### The metal 1 layer, run 1

Scale bar: 50 um. Supply wires on this layer in gray.
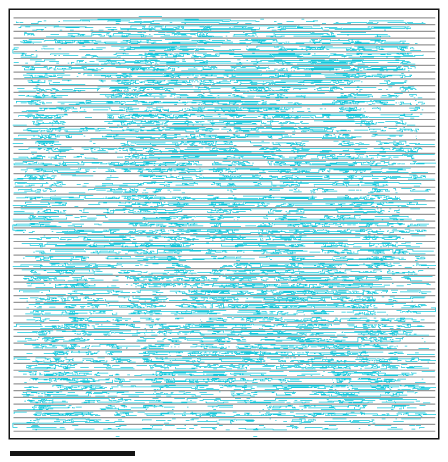
### Met2 routing, run 1

Cells faint in the background.
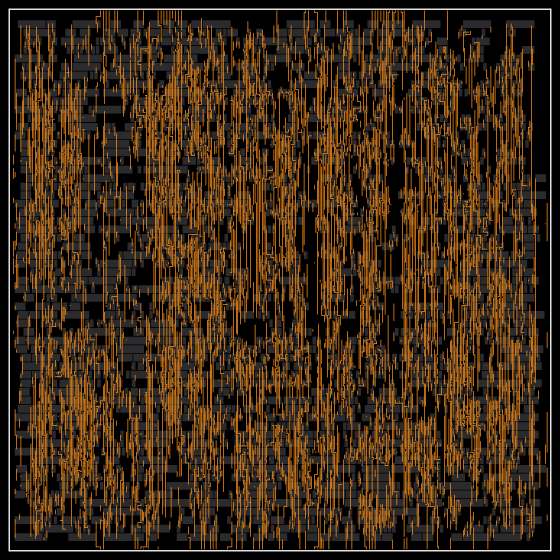
### Met3 routing, run 1

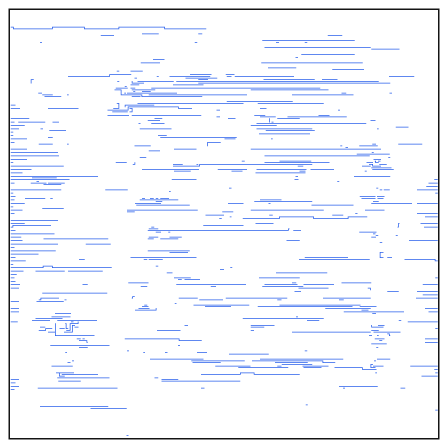
## config.mk

```make
export PLATFORM = sky130hd
export DESIGN_NAME = nco_sweep_ctrl
export DESIGN_NICKNAME = d
export VERILOG_FILES = /design/src/rtl/nco_sweep_pkg.sv /design/src/rtl/nco_step_next.sv /design/src/rtl/nco_sweep_ctrl.sv
export SDC_FILE = /design/constraint.sdc
export NUM_CORES = 1
export LEC_CHECK = 0
export ABC_AREA = 1
export CAP_MARGIN = 10
export CORE_UTILIZATION = 55
export CTS_CLUSTER_DIAMETER = 50
export DETAILED_ROUTE_END_ITERATION = 8
export PLACE_DENSITY = 0.77
export SETUP_SLACK_MARGIN = 0.4
export SLEW_MARGIN = 20
export SYNTH_ARGS = -nofsm -noshare
export SYNTH_HDL_FRONTEND = slang
export SYNTH_HIERARCHICAL = 1
export SYNTH_SLANG_ARGS = --single-unit
export TNS_END_PERCENT = 100
```

## constraint.sdc

```tcl
create_clock -name aclk -period 10.65 [get_ports aclk]
set_input_delay 1.065 -clock aclk [delete_from_list [all_inputs] [get_ports aclk]]
set_output_delay 1.065 -clock aclk [all_outputs]
set_load 0.02 [all_outputs]
```

## src/rtl/nco_sweep_pkg.sv

```systemverilog
// Shared types and default widths for the NCO frequency-sweep scheduler.
// Holds the sweep FSM state enum and the default datapath widths.
package nco_sweep_pkg;

    localparam int NCO_ACC_WIDTH   = 32;
    localparam int NCO_DWELL_WIDTH = 16;
    localparam int NCO_HOP_WIDTH   = 16;

    typedef enum logic [1:0] {
        ST_IDLE  = 2'd0,
        ST_DWELL = 2'd1,
        ST_DONE  = 2'd2
    } sweep_state_t;

endpackage

```

## src/rtl/nco_step_next.sv

```systemverilog
// Combinational next-step generator for the sweep: add/subtract the hop
// increment, clamp to stop on overshoot or carry/borrow, flag termination.
// Ports: cur (current word), stop, delta, down -> next (clamped), term.
module nco_step_next
    import nco_sweep_pkg::*;
#(
    parameter int W = NCO_ACC_WIDTH
) (
    input  logic [W-1:0] cur,
    input  logic [W-1:0] stop,
    input  logic [W-1:0] delta,
    input  logic         down,
    output logic [W-1:0] next,
    output logic         term
);

    logic [W:0] sum;
    logic [W:0] diff;

    assign sum  = {1'b0, cur} + {1'b0, delta};
    assign diff = {1'b0, cur} - {1'b0, delta};

    // A zero increment could never reach stop, so it ends the sweep at once.
    assign term = (delta == '0) || (down ? (cur <= stop) : (cur >= stop));

    // Clamp to stop by default; take the raw result only when it is in range.
    always_comb begin
        next = stop;
        if (down) begin
            if (!diff[W] && (diff[W-1:0] > stop))
                next = diff[W-1:0];
        end else begin
            if (!sum[W] && (sum[W-1:0] < stop))
                next = sum[W-1:0];
        end
    end

endmodule

```

## src/rtl/nco_sweep_ctrl.sv

```systemverilog
// NCO frequency-sweep scheduler: steps nco_step from start to stop, holding
// each value for a programmable dwell, with start/abort control.
// Ports: aclk, rst_n (async low), start, abort, cfg_* (latched on start),
//   nco_step/nco_step_enable to the NCO, busy, done pulse, hop_count.
// Option macro NCO_SWEEP_CTRL_LOOP_EN: cfg_loop=1 restarts the sweep forever.
module nco_sweep_ctrl
    import nco_sweep_pkg::*;
#(
    parameter int ACC_WIDTH   = NCO_ACC_WIDTH,
    parameter int DWELL_WIDTH = NCO_DWELL_WIDTH,
    parameter int HOP_WIDTH   = NCO_HOP_WIDTH
) (
    input  logic                   aclk,
    input  logic                   rst_n,
    input  logic                   start,
    input  logic                   abort,
    input  logic [ACC_WIDTH-1:0]   cfg_start_step,
    input  logic [ACC_WIDTH-1:0]   cfg_stop_step,
    input  logic [ACC_WIDTH-1:0]   cfg_delta_step,
    input  logic                   cfg_down,
    input  logic [DWELL_WIDTH-1:0] cfg_dwell,
    input  logic                   cfg_loop,
    output logic [ACC_WIDTH-1:0]   nco_step,
    output logic                   nco_step_enable,
    output logic                   busy,
    output logic                   done,
    output logic [HOP_WIDTH-1:0]   hop_count
);

    sweep_state_t state, state_nxt;

    logic [ACC_WIDTH-1:0]   start_q;
    logic [ACC_WIDTH-1:0]   stop_q;
    logic [ACC_WIDTH-1:0]   delta_q;
    logic                   down_q;
    logic [DWELL_WIDTH-1:0] dwell_q;
    logic [DWELL_WIDTH-1:0] cnt;
    logic [DWELL_WIDTH-1:0] dwell_eff;

    logic [ACC_WIDTH-1:0]   step_nxt;
    logic                   term;
    logic                   expire;
    logic                   go;
    logic                   load_first;
    logic                   load_next;
    logic                   restart;

    nco_step_next #(
        .W (ACC_WIDTH)
    ) u_next (
        .cur   (nco_step),
        .stop  (stop_q),
        .delta (delta_q),
        .down  (down_q),
        .next  (step_nxt),
        .term  (term)
    );

    assign dwell_eff = (cfg_dwell == '0) ? DWELL_WIDTH'(1) : cfg_dwell;
    assign expire    = (cnt == DWELL_WIDTH'(1));
    assign go        = start && !abort;

    assign busy = (state == ST_DWELL);
    assign done = (state == ST_DONE);

`ifdef NCO_SWEEP_CTRL_LOOP_EN
    logic loop_q;

    always_ff @(posedge aclk or negedge rst_n) begin
        if (!rst_n)
            loop_q <= 1'b0;
        else if (load_first)
            loop_q <= cfg_loop;
    end
`else
    logic unused_cfg_loop;
    assign unused_cfg_loop = cfg_loop;
`endif

    always_ff @(posedge aclk or negedge rst_n) begin
        if (!rst_n)
            state <= ST_IDLE;
        else
            state <= state_nxt;
    end

    always_comb begin
        state_nxt  = state;
        load_first = 1'b0;
        load_next  = 1'b0;
        restart    = 1'b0;
        unique case (state)
            // DONE also accepts start, so a sweep can restart back to back.
            ST_IDLE, ST_DONE: begin
                if (go) begin
                    state_nxt  = ST_DWELL;
                    load_first = 1'b1;
                end else begin
                    state_nxt  = ST_IDLE;
                end
            end
            ST_DWELL: begin
                if (abort) begin
                    state_nxt = ST_IDLE;
                end else if (expire) begin
                    if (!term) begin
                        load_next = 1'b1;
                    end else begin
`ifdef NCO_SWEEP_CTRL_LOOP_EN
                        if (loop_q)
                            restart = 1'b1;
                        else
                            state_nxt = ST_DONE;
`else
                        state_nxt = ST_DONE;
`endif
                    end
                end
            end
            default: state_nxt = ST_IDLE;
        endcase
    end

    always_ff @(posedge aclk or negedge rst_n) begin
        if (!rst_n) begin
            start_q <= '0;
            stop_q  <= '0;
            delta_q <= '0;
            down_q  <= 1'b0;
            dwell_q <= '0;
        end else if (load_first) begin
            start_q <= cfg_start_step;
            stop_q  <= cfg_stop_step;
            delta_q <= cfg_delta_step;
            down_q  <= cfg_down;
            dwell_q <= dwell_eff;
        end
    end

    always_ff @(posedge aclk or negedge rst_n) begin
        if (!rst_n) begin
            nco_step        <= '0;
            nco_step_enable <= 1'b0;
            hop_count       <= '0;
            cnt             <= '0;
        end else begin
            nco_step_enable <= 1'b0;
            if (load_first) begin
                nco_step        <= cfg_start_step;
                nco_step_enable <= 1'b1;
                hop_count       <= HOP_WIDTH'(1);
                cnt             <= dwell_eff;
            end else if (load_next) begin
                nco_step        <= step_nxt;
                nco_step_enable <= 1'b1;
                if (hop_count != '1)
                    hop_count <= hop_count + HOP_WIDTH'(1);
                cnt             <= dwell_q;
            end else if (restart) begin
                nco_step        <= start_q;
                nco_step_enable <= 1'b1;
                hop_count       <= HOP_WIDTH'(1);
                cnt             <= dwell_q;
            end else if (state == ST_DWELL) begin
                cnt <= cnt - DWELL_WIDTH'(1);
            end
        end
    end

endmodule

```

==> run summary, run 1 <==
yosys + openroad results -> outcome finished clean, first-pass GRT wire length between 80,000 and 90,000 um, invs w/o clock 443, Post-Synth XOR/XNOR Area 0.0204, # clk buffers 20, average cell area after synthesis around 6 sq um, FFs w/ async S/R, synth 1.00, GR peak layer met2, Req. time, crit path between 10 and 15 ns, PortBufs around 170, comb_multi_in just under 2,000, flip-flop and latch area around 3700 sq um, RSZ-0062 raised after global routing no, CP Data Arrival Time a little under 6 ns, Post-DRT Antenna Nets 0, cycle use final 0.528, GRT Overall Usage 0.361, area added between synthesis and finish 14.7%, Top non-seq family simple AND/OR/NAND/NOR gates, Data buffer area share 0.0945, # rows 61, Plain + repair buffers 173, clock latency on the worst-skew pair around 0.45 ns, # Post-CTS Setup Buffers 0, distinct cell type count after synthesis 39, H-tree depth 4, clock-cell share of area 0.0350, Yosys Warn Count 6, WL per Instance roughly 17 um, Boundary Pins 169, max cap viols 0, met1 wire length approximately 23,000 um, # fillers roughly 2,700, maximum clock frequency 178 MHz, Main synth FF type dfrtp_1, dpl cells around 3,100, DP Area 17,600 sq um, drt first pass iters 6, crit start category flop, core area approximately 28,000 sq um, Post-layout nets 3,038, Worst slew margin 0.358, Die W about 170 um, Setup CP Type flop to flop, AO/OA Area Share 0.0778, Flops after synth 148, Final Cell Area around 18,000 sq um, cts hold-fix bufs 0, sequential share of cell area 0.204, Post-synth EDFFs 0, Seq/Total Area, Yosys 0.234, R2R Setup Slk a little over 5 ns, total grt overflow 0, die height 172 um, type of the worst min-delay path flop to flop, Slew Limit Fails 0, synth cell count leaders 1,042 x nand2_1, 429 x inv_1, 199 x nor2_1, Layout Cells excl Fill about 3,100, Final Hold Fails 0, Mux area share 0, drt drc 0, worst vdd ir around 250 uV, TritonCTS buffer count 17, tool warnings about 61, Cells after Synth ~2,700, largest net degree at the start of global routing 95, number of global-route vias before repair 16,100, CTS Root Cell clkbuf_16, Synth Area in Simple Gates 0.400, logic share of the area 0.549, Tot Pwr 6.45 mW, antenna cell count 0, post_cts resized 0, Initial Utilization 0.565, HPWL after DPL approximately 40,000 um, yosys adder share 0.131, top cells, area nand2_1 25%, dfrtp_1 23%, ha_1 13%, inv_1 10%, nand3_1 5.8%
Back to the opening pictures, 'The metal 1 layer':
The layer holds 43% of the routed length. The wires run mostly horizontal. 2,777 nets have wire on it. The longest straight run is 101 um. The layer carries 22.7 mm of wire.
vias: 17,200
met1 capacity usage during global routing: 0.472
final wirelength: 52,400 um

Back to the opening pictures, 'Met2 routing':
The layer carries 23.5 mm of wire. The layer holds 45% of the routed length. The wires run mostly vertical. The longest straight run is 85.8 um. 2,359 nets have wire on it.
met2 Resource Use GR: 0.585

Back to the opening pictures, 'Met3 routing':
324 nets have wire on it. The layer holds 8.0% of the routed length.
met3 Use GR: 0.0596

[run 1: sequential cells by signal, summed over array words and instances (netlist names)]
register,cells
state,2
nco_step,32
nco_step_enable,1
stop_q,32
delta_q,32
dwell_q,16
cnt,16
hop_count,16
down_q,1
[run 1: cells in the final DEF, fill, tap and decap left out, types with 8 or more instances in the layout]
cell	n
a21oi_1	94
o21ai_0	65
o21a_1	8
clkbuf_16	17
o21ai_1	10
nor3_1	21
dfrtp_1	148
nor2_2	14
nor4_1	16
a31oi_1	32
o21bai_1	9
nand3b_1	8
inv_2	13
clkdlybuf4s50_1	166
inv_1	428
nand3_1	183
nand2_1	1042
xor2_1	31
nand4_1	38
nor2_1	199
ha_1	163
[run 1: critical path, cell delays in order (launching register included)]
cell	delay (ns)
dfrtp_1	0.53
ha_1	0.58
nand2_1	0.16
nor2_1	0.16
inv_1	0.09
nor3_1	0.42
nand3_1	0.24
nand3_1	0.13
nand2_1	0.05
nand2_1	0.19
inv_1	0.07
ha_1	0.27
nand2_1	0.06
nor2_1	0.18
nand4_1	0.11
nor2_1	0.22
nand3_1	0.72
nand3_4	0.74
nand2_1	0.13
nand3_1	0.11
nand2_1	0.07
nand2_1	0.07
a31oi_1	0.09
[run 1: worst paths after layout]
kind / to / cells past startpoint / start
max: nco_step[5] / 22 / nco_step[20]
min: stop_q[16] / 2 / stop_q[16]
max reg2reg: nco_step[5] / 22 / nco_step[20]
min reg2reg: stop_q[16] / 2 / stop_q[16]
max in group asynchronous: cnt[10] / 2 / rst_n
min in group asynchronous: stop_q[11] / 1 / rst_n
[run 1: where the power goes]
part / internal [mW] / total, mW / switching, mW
Sequential: 0.718 / 0.970 / 0.253
Clock: 0.393 / 0.669 / 0.276
Combinational: 1.59 / 4.81 / 3.22
### Metal 4, run 1

Supply wires on this layer in gray.
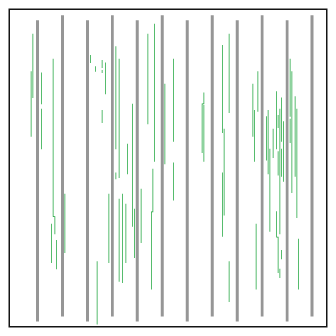

==> run 1 -> run 2 <==
==> constraint.sdc (replaced) <==
create_clock -name aclk -period 5.5 [get_ports aclk]
set_input_delay 0.55 -clock aclk [delete_from_list [all_inputs] [get_ports aclk]]
set_output_delay 0.55 -clock aclk [all_outputs]
set_load 0.02 [all_outputs]
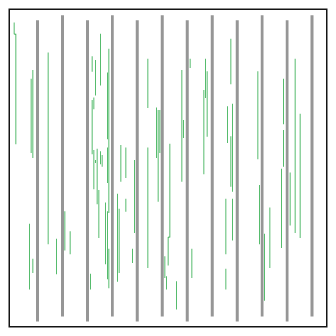
*Metal 4, run 2*
Supply wires on this layer in gray.
The wires run mostly vertical. The layer holds 3.8% of the routed length. 61 nets have wire on it. The layer carries 2,040 um of wire. The longest straight run is 104 um.
final wirelength: 54,100 um
vias: 17,400

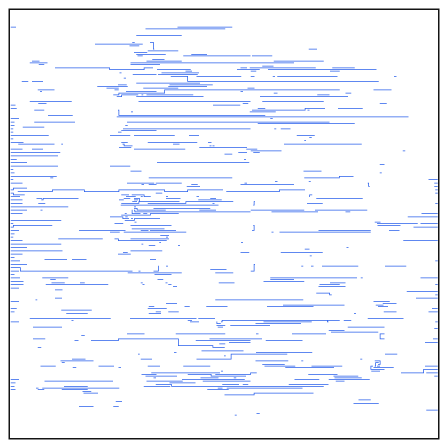
*Met3 routing, run 2*
The layer carries 4,720 um of wire. The wires run mostly horizontal.
met3 Use GR: 0.0725

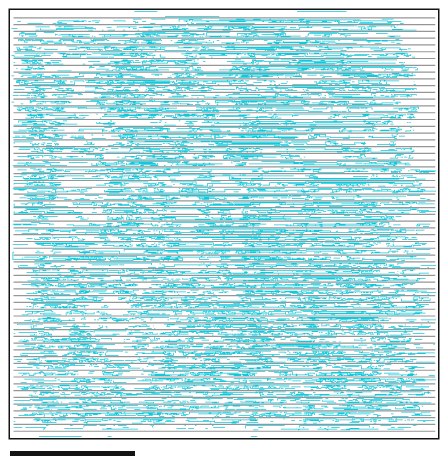
*The metal 1 layer, run 2*
Scale bar: 50 um. Supply wires on this layer in gray.
2,830 nets have wire on it. The layer carries 23.3 mm of wire. The wires run mostly horizontal. The layer holds 43% of the routed length. The longest straight run is 63.0 um.
met1 capacity usage during global routing: 0.485

==> run 2 against run 1 <==
Effect of this change: worst hold slack worse by 0.45 ns; via count rose by 0.87%; core utilization increased by 0.52 points; fmax up 20%; largest cell class unchanged; largest power group unchanged.
==> run summary, run 2 <==
yosys + openroad results -> Top pwr grp combinational logic, Boundary Pins 169 (unchanged), maximum clock frequency 213 MHz (+20%), worst vdd ir 344 uV (+40%), synth cell count leaders 1,042 x nand2_1, 429 x inv_1, 199 x nor2_1, largest net degree at the start of global routing 76 (-20%), Main synth FF type dfrtp_1, CP endpoint nco_step[25], PortBufs 167 (unchanged), Cells after Synth 2,650 (unchanged), Req. time, crit path 5.87 ns (-5.05 ns), most numerous logic cell after layout nand2_1, max cap viols 0 (unchanged), RSZ-0062 raised after global routing no, outcome finished clean, drt first pass iters 5 (-1), Final Hold Fails 0 (unchanged), CTS Root Cell clkbuf_16, cts hold-fix bufs 0 (unchanged), Post-layout nets 3,065 (+0.89%), tool warnings 61 (unchanged), HPWL after DPL 43,100 um (+6.0%), Worst-path clk slew ~0.070 ns, Clock Power 1.20 mW (+79%), clock share of power 0.095 (-0.009), drt drc 0 (unchanged), TritonCTS buffer count 17 (unchanged), Die W 172 um (unchanged), FF-to-FF Start delta_q[22], cycle use final 0.854 (+0.326), P_sw 7.39 mW (+97%), Post-synth EDFFs 0 (unchanged), clock latency on the worst-skew pair 0.47 ns (+0.02 ns), met2 Resource Use GR 0.605 (+0.0201), Seq/Total Area, Yosys 0.234 (unchanged), area added between synthesis and finish 15.6%, total grt overflow 0 (unchanged), Setup CP Type flop to flop, Yosys Warn Count 6 (unchanged), Post-Route Utilization 0.653, Comb. pwr 9.64 mW (+100%), # rows 61 (unchanged), clock skew around 0.017 ns, Crit. Startpoint delta_q[22], H-tree depth 4 (unchanged), # fillers 2,718 (+0.11%), average cell area after synthesis 5.98 sq um (unchanged), R2R Setup Slk 0.80 ns (-4.22 ns), path depth of the worst reg2reg path 26 (+18%), CP Data Arrival Time 5.07 ns (-0.82 ns), distinct cell type count after synthesis 39 (unchanged), first-pass GRT wire length 83,700 um (+2.1%), crit start category flop, Worst slew margin 0.423 (+0.0654), top cells, area nand2_1 25%, dfrtp_1 23%, ha_1 13%, inv_1 10%, nand3_1 5.8%, seq pwr 1.80 mW (+86%), antenna cell count 0 (unchanged), met1 wire length 23,300 um (+2.7%), dpl cells 3,141 (+0.87%), die height 172 um (unchanged), Worst R2R End nco_step[25], syn_nets 2,933, core area 28,100 sq um (unchanged), number of global-route vias before repair 16,200 (+0.51%), switching share of power 0.584 (+0.00380), GR peak layer met2, Comb pwr share 0.763 (+0.017), Layout Cells excl Fill 3,173 (+0.86%), Seq pwr share 0.143 (-0.007), Flops after synth 148 (unchanged), Slew Limit Fails 0 (unchanged), type of the worst min-delay path input port to async pin, biggest regs delta_q x32, nco_step x32, stop_q x32, Post-DRT Antenna Nets 0 (unchanged), GRT Overall Usage 0.373 (+0.0124)
run 2: cell counts after synthesis:
No cell type changed its count.
run 2: critical path, stage by stage, from the launching register on:
cell and delay (ns):
dfrtp_1 0.43, inv_1 0.06, ha_1 0.48, nand2_1 0.18
nor2_1 0.23, inv_1 0.14, nor3_1 0.39, and2_1 0.20
nand2_1 0.12, nand2_1 0.09, nand2_1 0.05, nand2_1 0.10
inv_1 0.06, ha_1 0.27, nand2_1 0.06, nor2_1 0.15
nand2_1 0.14, nor2_1 0.24, nand3_1 0.25, inv_1 0.12
a21oi_1 0.06, buf_4 0.23, nand3_1 0.09, nand3_1 0.08
nand2_1 0.11, nand2_1 0.06, a31oi_1 0.21
run 2: cell families after synthesis:
logic type | count (synthesis) | share of synthesized area
fa+ha+maj | 165 | 0.131
xor+xnor | 37 | 0.0204
simple gates | 1544 | 0.400
compound gates | 226 | 0.0778
buf+inv | 530 | 0.137
flops | 148 | 0.234
run 2: area by class of cell:
cell class	count	area, sq um	area share
multi-input cells	1972	9990	0.545
flip-flops and latches	148	3700	0.202
repair buffers	200	1920	0.105
inverters	443	1670	0.0908
well taps	378	473	0.0258
clock buffers	18	429	0.0234
clock inverters	14	146	0.00799
run 2: metrics by stage:
stage | hold slack (ns) | total power [mW] | cell area [sq um]
2_1_floorplan | 0.254 | 8.32 | 15900
3_3_place_gp | 0.450 | 10.8 | 17700
3_5_place_dp | 0.459 | 11.1 | 17700
4_1_cts | 0.0362 | 12.4 | 18300
5_1_grt | 0.0698 | 13.7 | 18300
6_report | 0.0248 | 12.6 | 18300
run 2: timing repair:
action | 4_1_cts | 5_1_grt
endpoints found under the setup margin | 0 | 30
buffers inserted | 0 | 0
resized | 0 | 1
Power is estimated from default activity; no workload was simulated.
